Figure 1. Routing congestion map (run 1).
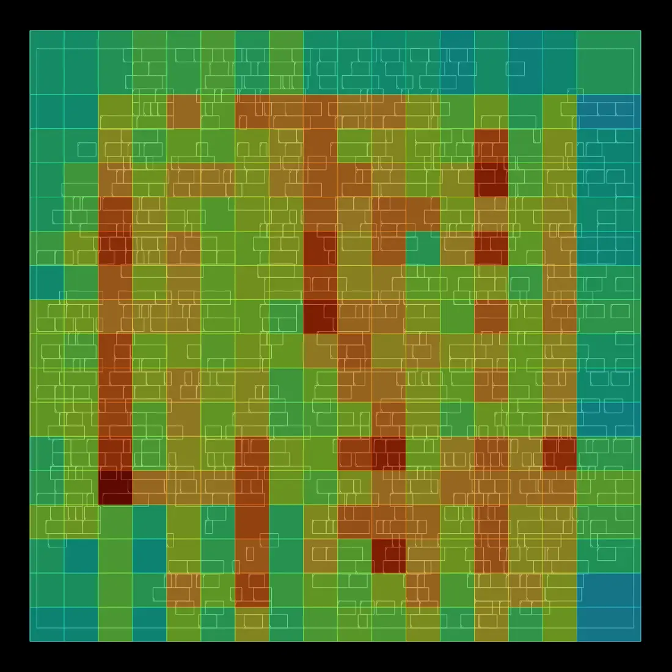
Figure 2. Signal wires on met1 (run 1).
Drawn at 4 px/µm.
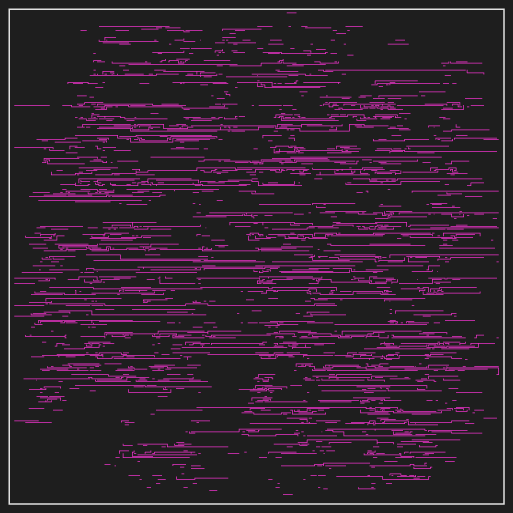
Figure 3. Placed cells, one colour a class (run 1).
Drawn at 3 px/µm.
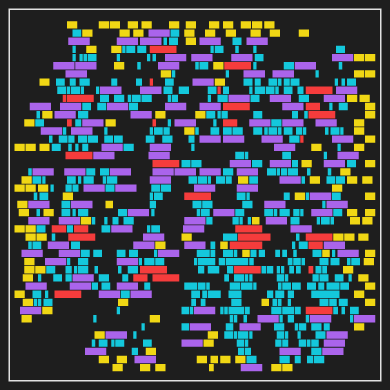
Figure 4. Cells by drive strength (run 1).
Drawn at 3 px/µm.
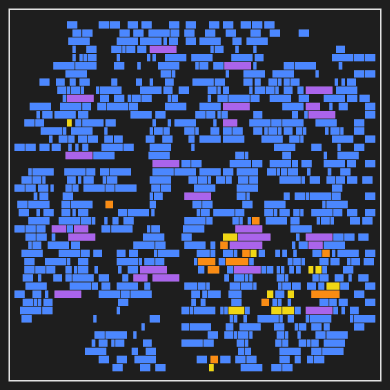
File: config.mk
export PLATFORM = sky130hd
export DESIGN_NAME = wb_port_arbiter
export DESIGN_NICKNAME = d
export VERILOG_FILES = /design/src/rtl/wb_port_arbiter.sv
export SDC_FILE = /design/constraint.sdc
export NUM_CORES = 1
export LEC_CHECK = 0
export CORE_UTILIZATION = 35
export CTS_CLUSTER_SIZE = 16
export DETAILED_ROUTE_END_ITERATION = 8
export PLACE_DENSITY_LB_ADDON = 0.1
export SYNTH_ARGS = -nofsm -noshare
export SYNTH_HDL_FRONTEND = slang
export SYNTH_SLANG_ARGS = --single-unit
File: constraint.sdc
create_clock -name clk -period 7.6 [get_ports clk]
set_clock_uncertainty 0.2 [all_clocks]
set_input_delay 0.76 -clock clk [delete_from_list [all_inputs] [get_ports clk]]
set_output_delay 0.76 -clock clk [all_outputs]
set_load 0.1 [all_outputs]
File: src/rtl/wb_port_arbiter.sv
// Register-file write-port arbiter: LDR writebacks take priority, colliding ALU writebacks
// wait in a 2-entry in-order queue that coalesces repeat writes to the same register.
module wb_port_arbiter (
    input  logic        clk,
    input  logic        rst,
    input  logic        alu_w_en,
    input  logic [3:0]  alu_w_addr,
    input  logic [31:0] alu_w_data,
    input  logic        ldr_w_en,
    input  logic [3:0]  ldr_w_addr,
    input  logic [31:0] ldr_w_data,
    output logic        rf_w_en,
    output logic [3:0]  rf_w_addr,
    output logic [31:0] rf_w_data,
    output logic        stall,
    output logic [1:0]  q_count,
    output logic        overflow_err
);

    typedef enum logic [1:0] {StEmpty = 2'd0, StOne = 2'd1, StFull = 2'd2} q_state_e;

    q_state_e          state_q, state_d;
    logic [1:0][3:0]   addr_q, addr_d;
    logic [1:0][31:0]  data_q, data_d;
    logic              rf_en_q, rf_en_d;
    logic [3:0]        rf_addr_q, rf_addr_d;
    logic [31:0]       rf_data_q, rf_data_d;
    logic              stall_q;
    logic              ovf_q, ovf_d;

    logic              valid0, valid1, ldr_sup, grant_ldr, deq, bypass;
    logic [1:0]        cnt;

    assign valid0    = (state_q != StEmpty);
    assign valid1    = (state_q == StFull);
    // A queued ALU write is younger than an LDR result to the same register.
    assign ldr_sup   = ldr_w_en && ((valid0 && addr_q[0] == ldr_w_addr) ||
                                    (valid1 && addr_q[1] == ldr_w_addr));
    assign grant_ldr = ldr_w_en && !ldr_sup;
    assign deq       = !grant_ldr && valid0;
    assign bypass    = !grant_ldr && !valid0 && alu_w_en;

    always_comb begin
        addr_d    = addr_q;
        data_d    = data_q;
        cnt       = state_q;
        ovf_d     = ovf_q;
        rf_en_d   = 1'b0;
        rf_addr_d = rf_addr_q;
        rf_data_d = rf_data_q;

        if (grant_ldr) begin
            rf_en_d   = 1'b1;
            rf_addr_d = ldr_w_addr;
            rf_data_d = ldr_w_data;
        end else if (deq) begin
            rf_en_d   = 1'b1;
            rf_addr_d = addr_q[0];
            rf_data_d = data_q[0];
        end else if (bypass) begin
            rf_en_d   = 1'b1;
            rf_addr_d = alu_w_addr;
            rf_data_d = alu_w_data;
        end

        if (deq) begin
            addr_d[0] = addr_q[1];
            data_d[0] = data_q[1];
            cnt       = cnt - 2'd1;
        end

        // Matching against the post-dequeue queue turns a hit on the leaving head into a re-append.
        if (alu_w_en && !bypass) begin
            if (cnt >= 2'd1 && addr_d[0] == alu_w_addr) begin
                data_d[0] = alu_w_data;
            end else if (cnt == 2'd2 && addr_d[1] == alu_w_addr) begin
                data_d[1] = alu_w_data;
            end else if (cnt == 2'd2) begin
                ovf_d = 1'b1;
            end else begin
                addr_d[cnt[0]] = alu_w_addr;
                data_d[cnt[0]] = alu_w_data;
                cnt            = cnt + 2'd1;
            end
        end

        state_d = q_state_e'(cnt);
    end

    always_ff @(posedge clk) begin
        if (rst) begin
            state_q   <= StEmpty;
            addr_q    <= '0;
            data_q    <= '0;
            rf_en_q   <= 1'b0;
            rf_addr_q <= 4'd0;
            rf_data_q <= 32'd0;
            stall_q   <= 1'b0;
            ovf_q     <= 1'b0;
        end else begin
            state_q   <= state_d;
            addr_q    <= addr_d;
            data_q    <= data_d;
            rf_en_q   <= rf_en_d;
            rf_addr_q <= rf_addr_d;
            rf_data_q <= rf_data_d;
            stall_q   <= (state_d == StFull);
            ovf_q     <= ovf_d;
        end
    end

    assign rf_w_en      = rf_en_q;
    assign rf_w_addr    = rf_addr_q;
    assign rf_w_data    = rf_data_q;
    assign stall        = stall_q;
    assign q_count      = state_q;
    assign overflow_err = ovf_q;

endmodule

==> Slide: Implementation Results, run 1 <==
Physical Implementation Snapshot

Run status
  • Status: finished clean

Clocking
  • Clock Latency Late Sink: 0.42 ns
  • Hold Buf Count CTS: 0
  • Clock Sinks: ~110
  • Max Buffers Root-to-Sink: 2
  • TritonCTS clock tree: done
  • Clock-pin slew on the worst setup and hold paths: 0.05 ns

GRT
  • Gr ovfl total: 0
  • Met3 Resource Use GR: 0.0503
  • Met2 Use GR: 0.322
  • Initial antenna violation count: 0
  • GRT Overall Usage: 0.205

Worst setup path
  • Worst setup EP type: register
  • Number of cells on the critical path: 13
  • Cells along the critical path: clkdlybuf4s50_1 -> xor2_1 -> nor4_2 -> a311oi_4 -> or2_2 -> mux2i_1 -> inv_1 -> ha_1 -> nor3_1 -> mux2i_2 -> or3_1 -> a21oi_4 -> a22o_1
  • Maximum fanout along the worst path: 32
  • Worst EP required: roughly 7.8 ns
  • Setup Crit Path Kind: in -> reg
  • Setup crit end: data_q[55]$_SDFFE_PP0P_
  • CP delay by family, top: simple AND/OR/NAND/NOR gates
  • WP data arrival: 5.14 ns
  • Buf/Inv on CP: 2
  • Reg2reg path depth: 11
  • Flop2flop setup slack: roughly 2.9 ns
  • R2R Path Start: q_count[0]$_SDFF_PP0_

Yosys
  • Post-synthesis cell type count: between 40 and 50
  • YS chip area: about 5100 µm²
  • Syn_nets: 635
  • Post-synth EDFFs: 0
  • Synth Warn #: 0
  • Prevailing post-synth register cell: dfxtp_1
  • Syn_area_per_cell: between 9 and 10 µm²
  • Cell count after synthesis: ~550
  • Registers, synthesis: between 100 and 150
  • Cell Area, Synth: 5150 µm²

Routing
  • Detailed route wirelength on metal3: between 700 and 800 µm
  • WL met2: 6760 µm
  • Post-route ant nets: 0
  • Met1 Wirelength: roughly 7100 µm
  • Vias per cell: roughly 5.6
  • Drt pass-1 iters: 5
  • Initial DRC count: 252
  • Top layer in use: met4
  • Drc violations: 0

Final timing
  • Setup violations, final: 0
  • Tcrit/Tclk final: 0.656
  • Worst Hold Slack: between 0.2 and 0.3 ns
  • RSZ-0062 raised after global routing: no
  • Max-slew violation count: 0
  • Max Clk Rate: 0.201 GHz
  • Setup tns final: 0 ns
  • Least-Margin Pin Slew: between 1 and 1.5 ns
  • Slack of the critical path: 2.61 ns
  • Final hold vios: 0

Placed design
  • Placed inst area: approximately 6300 µm²
  • Place WS: approximately 2.2 ns
  • Post-DP HPWL: 8970 µm
  • Port Buffers: between 100 and 150

Floorplanning
  • Die area: ~15000 µm²
  • FP Core Util: 0.365
  • Die Ht: ~120 µm
  • Die Wd: between 100 and 150 µm

Cells and area
  • Commonest Layout Cell: clkdlybuf4s50_1
  • Synth-to-Final Area Change: 34.7%
  • Post-route insts no fill: approximately 840
  • Most numerous logic cells after layout: clkdlybuf4s50_1, dfxtp_1, nor2_1, nand2_1, mux2i_1
  • Fill cells: 1338
  • Max reg flops: between 60 and 70
  • Reg with most FFs: data_q

Pwr
  • Maximum vdd ir drop: ~0.22 mV
  • Leak: between 0.002 and 0.003 µW
  • P per Cell Area: around 450 nW/µm²
  • Overall power: a little over 3000 µW

Min path
  • Hold path endpoint: data_q[40]$_SDFFE_PP0P_
  • HP Class: reg -> reg
  • Hold Path Cell Cnt: 1

Job
  • MaxCap Viol Count: 0
  • Tool Warnings: 29
Back to the opening pictures, Figure 1:
met1 usage: 0.269
Util after Layout: 0.492
Most Used Layer, Global Route: met2

Back to the opening pictures, Figure 2:
main direction = horizontal
nets with wire on the layer = 658
Detailed Route WL: 14800 µm
vias: 4687

Back to the opening pictures, Figure 3:
red -> clock drivers and dummy loads  # cells 32, share of their area 8.9%
yellow -> other buffers and delay cells  # cells 123, share of their area 18%
cyan -> combinational and other logic  # cells 388, share of their area 39%
purple -> flops  # cells 113, share of their area 34%

Back to the opening pictures, Figure 4:
blue -> _0 and _1 cells  # cells 608, share 93%
orange -> _3 and _4 cells  # cells 11, share 1.7%
yellow -> _2 cells  # cells 12, share 1.8%
purple -> _6 and larger  # cells 25, share 3.8%
cell area after layout: 6940 µm²
Buffers excl. clock: 123

-- run 1: where the power goes --
group	internal [µW]	switching, µW	total [µW]
Clock	534	268	802
Sequential	746	87.8	834
Combinational	474	982	1460
Total	1750	1340	3090
-- run 1: final cells by class --
cell class / instances / area (µm²) / area share
flip-flops and latches: 113 / 2260 / 0.326
multi-input cells: 381 / 2620 / 0.377
well taps: 180 / 225 / 0.0325
repair buffers: 123 / 1210 / 0.174
inverters: 7 / 26.3 / 0.00379
clock inverters: 4 / 70.1 / 0.0101
clock buffers: 28 / 527 / 0.0759
-- run 1: cells by family (layout without fill, tap and decap cells) --
kind of cell	after synthesis	in the layout	synth area share
and+or+nand+nor	167	167	0.143
AOI/OAI and AO/OA	152	152	0.244
DFF	113	113	0.439
buffers and inverters	60	162	0.0532
muxes	45	45	0.0882
xor gates and xnor gates	12	12	0.0204
adders and majority gates	5	5	0.0121
-- run 1: synthesized netlist by cell type (2+ instances only) --
cell,number,area share
buf_6,4,0.0087
nand3_1,3,0.0029
xor2_1,7,0.012
o22ai_1,33,0.040
buf_2,9,0.0087
o221ai_1,36,0.061
buf_4,2,0.0029
nand2b_1,9,0.011
o21ai_0,4,0.0039
ha_1,5,0.012
a22o_1,32,0.054
and2_1,3,0.0036
nor3_1,9,0.0087
a21o_1,4,0.0058
o31ai_1,2,0.0029
nand2_1,53,0.039
nand3b_1,2,0.0029
inv_1,7,0.0051
nor2_1,75,0.055
mux2i_1,44,0.086
a221oi_1,32,0.054
xnor2_1,5,0.0085
a31oi_1,2,0.0024
dfxtp_1,113,0.44
clkbuf_1,37,0.027
## Run 2: what changed since run 1
==> constraint.sdc (replaced) <==
create_clock -name clk -period 4.6 [get_ports clk]
set_clock_uncertainty 0.2 [all_clocks]
set_input_delay 0.46 -clock clk [delete_from_list [all_inputs] [get_ports clk]]
set_output_delay 0.46 -clock clk [all_outputs]
set_load 0.1 [all_outputs]
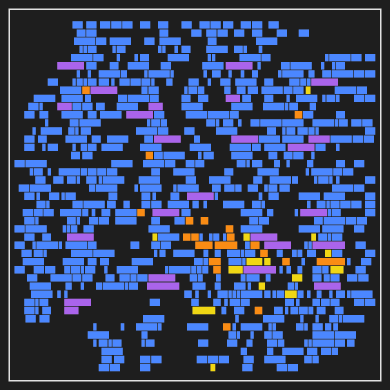
Figure 5: run 2, cells by drive strength.
Drawn at 3 px/µm.
yellow -> _2 cells  # cells 14, share 2.1%
blue -> _0 and _1 cells  # cells 604, share 91%
orange -> _3 and _4 cells  # cells 20, share 3.0%
purple -> _6 and larger  # cells 25, share 3.8%
Synth-to-Final Area Change: 36.4%
Buffers excl. clock: 130

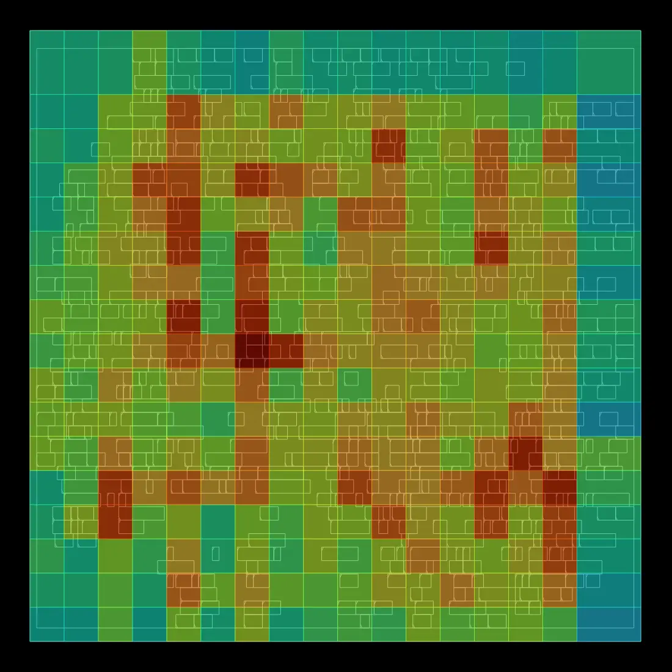
Figure 6: run 2, routing congestion map.
met2 Use GR: 0.319
met1 usage: 0.260

==> run 2 against run 1 <==
Net effect: non-clock buffer count increased by 7; routed wire length is 0.61% lower; area after synthesis unchanged; die area did not move; final area is 1.2% higher; clock-buffer cell count down 5; critical endpoint is now data_q[42]$_SDFFE_PP0P_.
==> Slide: Implementation Results, run 2 <==
Physical Implementation Snapshot

Run status
  • Status: finished clean

Cells and area
  • Util after Layout: 0.498 (+0.00612)
  • Reg with most FFs: data_q
  • Max reg flops: 64 (unchanged)
  • Most numerous logic cells after layout: clkdlybuf4s50_1, dfxtp_1, nor2_1, nand2_1, mux2i_1
  • Storage cell area: 2260 µm² (about the same)
  • Fill cells: 1324 (-1.0%)
  • Gate Area: 2620 µm² (unchanged)

Clocking
  • Clock Sinks: 113 (unchanged)
  • Max Buffers Root-to-Sink: 2 (unchanged)
  • Clock-pin slew on the worst setup and hold paths: 0.05 ns (about the same)

Placed design
  • Place WS: 0.164 ns (-2.02 ns)
  • Port Buffers: 116 (unchanged)
  • Post-DP HPWL: 9390 µm (+4.7%)

Worst setup path
  • Cells along the critical path: clkdlybuf4s50_1 -> xor2_1 -> nor3_1 -> a311oi_4 -> or2_2 -> mux2i_1 -> inv_1 -> ha_1 -> nor3_1 -> mux2i_2 -> or3_1 -> a21oi_4 -> buf_4 -> a22o_1
  • Setup Crit Path Kind: in -> reg
  • Maximum fanout along the worst path: 21 (-34%)
  • WP data arrival: 4.30 ns (-0.84 ns)

Routing
  • Initial DRC count: 226 (-10%)
  • Drt pass-1 iters: 5 (unchanged)
  • Drc violations: 0 (unchanged)
  • Post-route ant nets: 0 (unchanged)
  • Detailed Route WL: 14800 µm (-0.61%)
  • Vias: 4655 (-0.68%)

GRT
  • Gr ovfl total: 0 (unchanged)
  • GRT Overall Usage: 0.202 (-0.00298)
  • Initial antenna violation count: 0 (unchanged)

Pwr
  • Seq group: 1380 µW (+65%)
  • Psw: 2230 µW (+67%)
  • Max power group: combinational cells
  • Combinational share of power: 0.472 (about the same)
  • Switching Share: 0.430 (-0.00282)
  • Leak: 0.00281 µW (+1.6%)
  • Seq pwr share: 0.266 (-0.004)
  • Maximum vdd ir drop: 0.351 mV (+60%)
  • Clock share of power: 0.262 (+0.003)
  • Cell-internal power: 2960 µW (+69%)
  • P per Cell Area: 739 nW/µm² (+66%)
  • Logic power comb: 2450 µW (+68%)

Yosys
  • Prevailing post-synth register cell: dfxtp_1
  • Synth Warn #: 0 (unchanged)
  • Cell count after synthesis: 554 (unchanged)
  • Syn_nets: 635 (unchanged)
  • Top-count cell post-synth: dfxtp_1
  • Cell area leaders: dfxtp_1, mux2i_1, o221ai_1
  • Syn_area_per_cell: 9.30 µm² (unchanged)
  • Post-synthesis cell type count: 47 (unchanged)
  • Yosys top cell by area: dfxtp_1
  • Synth top area share: 0.439 (unchanged)
  • Post-synth top cells: dfxtp_1, nor2_1, nand2_1, mux2i_1, clkbuf_1
  • Cell Area, Synth: 5150 µm² (unchanged)

Final timing
  • Slack of the critical path: 0.457 ns (-2.16 ns)
  • RSZ-0062 raised after global routing: no
  • Tcrit/Tclk final: 0.901
  • Setup violations, final: 0 (unchanged)
  • Final hold vios: 0 (unchanged)
  • Max-slew violation count: 0 (unchanged)

Job
  • MaxCap Viol Count: 0 (unchanged)

Floorplanning
  • Die Ht: 123 µm (unchanged)
  • Die area: 15200 µm² (unchanged)
run 2: cell counts after synthesis:
Identical to the previous run, type by type.
run 2: final timing paths:
check | depth (start not counted) | slack [ns] | endpoint | startpoint
setup reg to reg | 13 | 0.59 | data_q[42]$_SDFFE_PP0P_ | addr_q[6]$_SDFFE_PP0P_
setup / recovery | 14 | 0.46 | data_q[42]$_SDFFE_PP0P_ | ldr_w_addr[2]
hold / removal | 1 | 0.28 | data_q[34]$_SDFFE_PP0P_ | data_q[34]$_SDFFE_PP0P_
hold reg to reg | 1 | 0.28 | data_q[34]$_SDFFE_PP0P_ | data_q[34]$_SDFFE_PP0P_
run 2: kinds of logic (layout without fill, tap and decap cells):
group / after synthesis / in the layout / synth area share
AND/OR/NAND/NOR: 167 / 167 / 0.143
AND-OR/OR-AND: 152 / 152 / 0.244
flip-flops: 113 / 113 / 0.439
buffers and inverters: 60 / 169 / 0.0532
multiplexers: 45 / 45 / 0.0882
XOR/XNOR: 12 / 12 / 0.0204
adder cells (fa/ha/maj): 5 / 5 / 0.0121
run 2: area by class of cell:
| cell class | count | share of cell area |
|---|---|---|
| Tap cell | 180 | 0.0321 |
| Clock inverter | 9 | 0.0183 |
| Clock buffer | 23 | 0.0695 |
| Multi-Input combinational cell | 381 | 0.373 |
| Inverter | 7 | 0.00374 |
| Timing Repair Buffer | 130 | 0.181 |
| Sequential cell | 113 | 0.322 |
run 2: metrics by stage:
step	instance area (µm²)	cells	total power, µW
after floorplan	5150	554	3220
after CTS	7020	843	5220
after global placement	6410	811	3820
final	7020	843	5190
after detailed placement	6410	811	3850
after global routing	7020	843	5470
run 2: layer usage:
metal	global-route usage	part of all wire
met1	0.260	0.47
met2	0.319	0.46
met3	0.0480	0.059
met4	0.0881	0.0083
met5	0	0
No activity file was given, so power comes from the tool's default toggle rates.
